Run 1, I/O pins on the die edge:
Pins as bars across the die edge, other pins in grey.
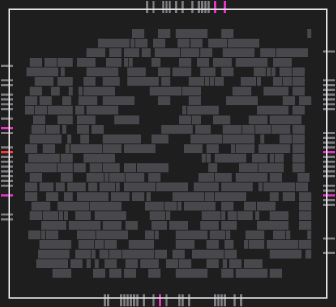
Run 1, logic cells by family:
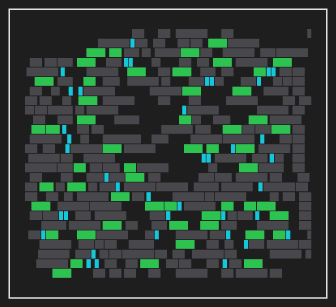
Run 1, the metal 1 layer:
Supply wires on this layer in grey.
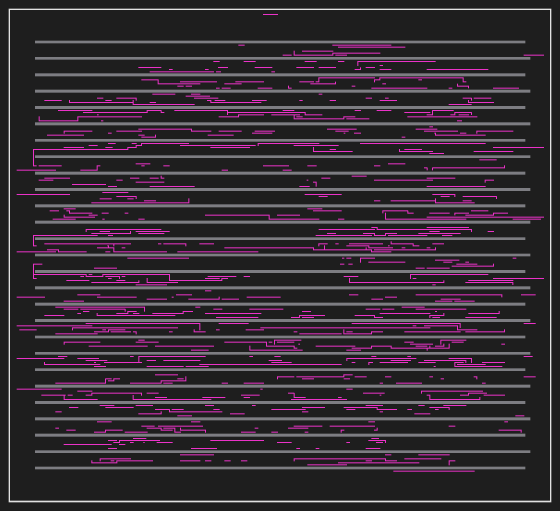
==> config.mk <==
export PLATFORM = sky130hd
export DESIGN_NAME = preprocessing_stage
export DESIGN_NICKNAME = d
export VERILOG_FILES = /design/src/rtl/preprocessing_stage.sv
export SDC_FILE = /design/constraint.sdc
export NUM_CORES = 1
export LEC_CHECK = 0
export CORE_ASPECT_RATIO = 0.9
export CORE_MARGIN = 4
export CORE_UTILIZATION = 47
export CTS_BUF_LIST = sky130_fd_sc_hd__clkbuf_2 sky130_fd_sc_hd__clkbuf_4 sky130_fd_sc_hd__clkbuf_8
export DETAILED_ROUTE_END_ITERATION = 16
export PLACE_DENSITY_LB_ADDON = 0.25
export SLEW_MARGIN = 20
export SYNTH_ARGS = -nofsm -noshare
export SYNTH_HDL_FRONTEND = slang
export SYNTH_SLANG_ARGS = --single-unit
==> constraint.sdc <==
create_clock -name clk -period 1.95 [get_ports clk]
set_input_delay 0.2925 -clock clk [delete_from_list [all_inputs] [get_ports clk]]
set_output_delay 0.2925 -clock clk [all_outputs]
set_load 0.01 [all_outputs]
==> job_summary.md, run 1 <==
### Flow metrics

| Metric | Value |
|---|---|
| Cells in synth_stat.txt | 190 |
| Area added between synthesis and finish | 37.5% |
| RSZ-0062 raised after global routing | false |
| IO Pins | 82 |
| Sw Pwr | 0.807 mW |
| Outcome | finished, final reports clean |
| Met2 Resource Use GR | 0.243 |
| Clk slew on worst S/H paths | 0.09 ns |
| Registers, synthesis | 54 |
| Global route hottest layer | met2 |
| Simple-gate share of the synthesized area | 0 |
| Post-route setup slack | 0.201 ns |
| Registers | 54 |
| Post CTS Setup Buffer Count | 0 |
| Multiplexer share | 0.255 |
| Critical path startpoint category | primary input |
| Buffers, non-clock | 104 |
| Fmax | 572 MHz |
| Pwr top | registers |
| M1 WL | 2380 um |
| Min cycle time layout | 1.75 ns |
| Vias in the first global route | 1,818 |
| WP data required | 2.14 ns |
| Clk_skew | 0 ns |
| IR drop worst, VDD | 0.000499 V |
| Crit path max-delay cell type | fa_1 |
| DR WL/cell | 14.4 um |
Back to the opening pictures, 'I/O pins on the die edge':
red -> `in_valid`  # pins 1, direction input, edge west
magenta -> `a_prim`  # pins 7, direction output, edge 2 north, 2 east, 2 west, 1 south
all pins by edge = 25 east, 22 west, 21 south, 14 north
die width: 89.6 um
Port Buffer Count: 79

Back to the opening pictures, 'logic cells by family':
green -> multiplexers  # cells 53, where spread over the die
cyan -> inverters  # cells 39, where spread over the die
logic share of the area: 0.308
most numerous logic cell after layout: clkdlybuf4s50_1
fin cells: 362

Back to the opening pictures, 'the metal 1 layer':
longest straight run = 28.1 um
share of all routed wire = 46%
wire length on this layer = 2,380 um
main direction = horizontal
final wirelength: 5200 um
Vias: 1,649
GRT met1 Usage: 0.204

run 1: cell usage in the layout, fill, tap and decap left out:
master and count:
clkdlybuf4s50_1 77, dfrtp_1 54, inv_1 39, mux2_4 37, ha_1 26, buf_4 24
mux2i_1 13, fa_1 7, clkbuf_8 6, mux2_2 3, conb_1 2, bufinv_16 1
dlygate4sd3_1 1, buf_2 1, buf_12 1
run 1: synthesized netlist by cell type:
cell,count
buf_12,4
buf_4,4
buf_6,2
conb_1,1
dfrtp_1,54
fa_1,7
ha_1,26
inv_1,39
mux2_2,3
mux2_4,37
mux2i_1,13
run 1: repair_timing:
action	CTS	global route
hold buffers	1	0
endpoints found under the hold margin	18	0
endpoints found under the setup margin	0	0
gates resized	0	0
==> run 2, diff against run 1 <==
- CTS_CLUSTER_DIAMETER: not set -> 60
Run 2, the metal 1 layer:
Supply wires on this layer in grey.
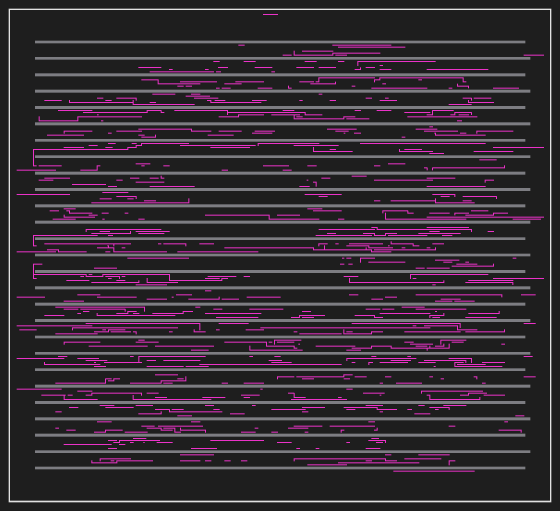
main direction = horizontal
longest straight run = 28.1 um
share of all routed wire = 46%
wire length on this layer = 2,380 um

==> job_summary.md, run 2 <==
### Flow metrics

| Metric | Value |
|---|---|
| Outcome | finished, final reports clean |
| Commonest cells in the netlist | dfrtp_1, inv_1, mux2_4, ha_1, mux2i_1 |
| # hold bufs at CTS | 1 (unchanged) |
| Met2 Resource Use GR | 0.243 (unchanged) |
| IR drop worst, VDD | 0.000499 V (unchanged) |
| Port Buffer Count | 79 (unchanged) |
| Min cycle time layout | 1.75 ns (unchanged) |
| Fmax | 572 MHz (unchanged) |
| Global route hottest layer | met2 |
| WP data required | 2.14 ns (about the same) |
| Fin cells | 362 (unchanged) |
| Final wirelength | 5200 um (unchanged) |
| GRT met1 Usage | 0.204 (unchanged) |
| DR WL/cell | 14.4 um (unchanged) |
| Area added between synthesis and finish | 37.5% (unchanged) |
| Critical path startpoint category | primary input |
| EDFF count, synth | 0 (unchanged) |
| Ys async rst share | 1.00 (unchanged) |
| Vias | 1,649 (unchanged) |
| Cells in synth_stat.txt | 190 (unchanged) |
| Vias in the first global route | 1,818 (unchanged) |
| RSZ-0062 raised after global routing | false |
| Die width | 89.6 um (unchanged) |
| Most numerous logic cell after layout | clkdlybuf4s50_1 |
| Post CTS Setup Buffer Count | 0 (unchanged) |
| Post-route setup slack | 0.201 ns (unchanged) |
-- run 2: cells by family after synthesis --
group	Yosys count	synth area share
flops	54	0.479
mux	53	0.255
other cells	1	0.00133
buf+inv	49	0.0990
fa+ha+maj	33	0.165
-- run 2: cell type report --
type                       count  share of cell area
sequential                    54               0.349
multi-input combinational     88               0.308
tap                           70              0.0226
timing repair buffer         104               0.254
clock buffer                   6              0.0213
inverter                      39              0.0378
clock inverter                 1             0.00775
-- run 2: metrics by stage --
step                      area [sq um]  total power, mW
after floorplan                   2820             1.86
after global placement            3750             2.38
after detailed placement          3750             2.41
after CTS                         3880             3.18
after global routing              3880             3.31
final                             3880             3.13
-- run 2: where the power goes --
| part | internal [mW] | switching [mW] |
|---|---|---|
| sequential | 1.29 | 0.100 |
| combinational | 0.627 | 0.357 |
| clock | 0.411 | 0.350 |
==> run 3, diff against run 2 <==
- CELL_PAD_IN_SITES_DETAIL_PLACEMENT: not set -> 2
- CELL_PAD_IN_SITES_GLOBAL_PLACEMENT: not set -> 2
- CORE_UTILIZATION: 47 -> 36
- MAX_ROUTING_LAYER: not set -> met4
Run 3, clock wiring as the flow saved it:
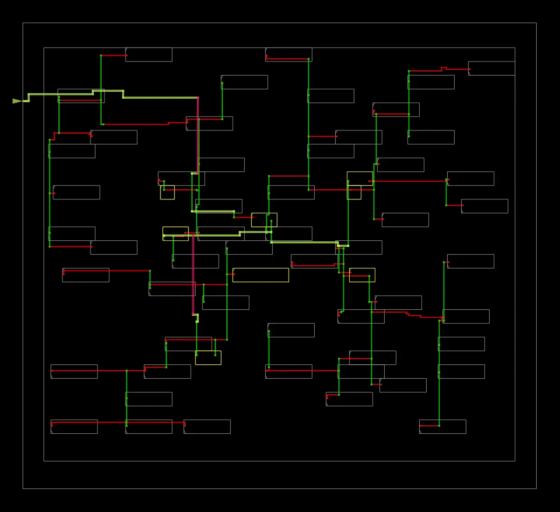
Clk Latency, worst-skew pair: 0.30 ns
Clock Buffer Count: 7
CTS Sinks: 54
CTS Buf Count: 5
clk_skew: 0 ns

==> job_summary.md, run 3 <==
### Flow metrics

| Metric | Value |
|---|---|
| Outcome | finished, final reports clean |
| Area fraction in compound gates | 0 (unchanged) |
| MI comb cells | 88 (unchanged) |
| Ys async rst share | 1.00 (unchanged) |
| Fmax | 569 MHz (-0.37%) |
| EDFF count, synth | 0 (unchanged) |
| Vias in the first global route | 2,056 (+13%) |
| Fraction of area in registers | 0.344 (-0.00411) |
| Tot Pwr | 3.21 mW (+2.4%) |
| Buffers, non-clock | 104 (unchanged) |
| XOR/XNOR Fraction of Synth Area | 0 (unchanged) |
| N_taps | 96 (+37%) |
| Inverters | 39 (unchanged) |
| Multiplexer share | 0.255 (unchanged) |
| Top class by area | registers |
| Critical path startpoint category | primary input |
| Met2 Resource Use GR | 0.283 (+0.0398) |
| GRT met1 Usage | 0.197 (-0.00652) |
| Final wirelength | 6800 um (+31%) |
| Combinational power | 1.02 mW (+4%) |
| Fa+ha+maj area frac | 0.165 (unchanged) |
| Pwr top | registers |
| Non-clk buf share | 0.255 (about the same) |
| Pint | 2.34 mW (+0.44%) |
| RSZ-0062 raised after global routing | false |
| Floorplan Utilization | 0.372 |
| Sw Pwr | 0.872 mW (+8.0%) |
| Sequential power | 1.40 mW (about the same) |
| Layout cell share with drive strength beyond 1 | 0.253 |
| Logic share of the area | 0.304 (-0.00363) |
| Simple-gate share of the synthesized area | 0 (unchanged) |
| Cells in synth_stat.txt | 190 (unchanged) |
| Combinational share of power | 0.318 (+0.004) |
| Min-delay worst type | in2reg |
| Clock power share | 0.247 (+0.004) |
| Most numerous logic cell after layout | clkdlybuf4s50_1 |
| Commonest cells in the netlist | dfrtp_1, inv_1, mux2_4, ha_1, mux2i_1 |
| Min cycle time layout | 1.76 ns (+0.00656 ns) |
| IR drop worst, VDD | 0.000395 V (-21%) |
| Fin cells | 389 (+7.5%) |
| Post CTS Setup Buffer Count | 0 (unchanged) |
| Dominant comb cell | multiplexers |
| # hold bufs at CTS | 1 (unchanged) |
| Global route hottest layer | met2 |
| DR WL/cell | 17.5 um (+22%) |
| Area added between synthesis and finish | 39.1% |
| Flop pwr share | 0.435 (-0.008) |
| First-pass GRT wire length | 11,500 um |
| Switching Share | 0.272 (+0.0142) |
[run 3: logic make-up after synthesis]
kind of cell | Yosys count
adders and majority gates | 33
muxes | 53
buffers and inverters | 49
DFF | 54
other | 1
[run 3: per-stage QoR]
| stage | setup slack (ns) | TNS, ns | hold slack [ns] | instance area (sq um) |
|---|---|---|---|---|
| final | 0.194 | 0 | 0.240 | 3920 |
| after global routing | 0.151 | 0 | 0.227 | 3920 |
| after CTS | 0.185 | 0 | 0.234 | 3920 |
| after detailed placement | -0.140 | -0.940 | 0.322 | 3800 |
| after global placement | -0.0745 | -0.378 | 0.318 | 3800 |
| after floorplan | 0.426 | 0 | -0.00309 | 2820 |
No activity file was given, so power comes from the tool's default toggle rates.
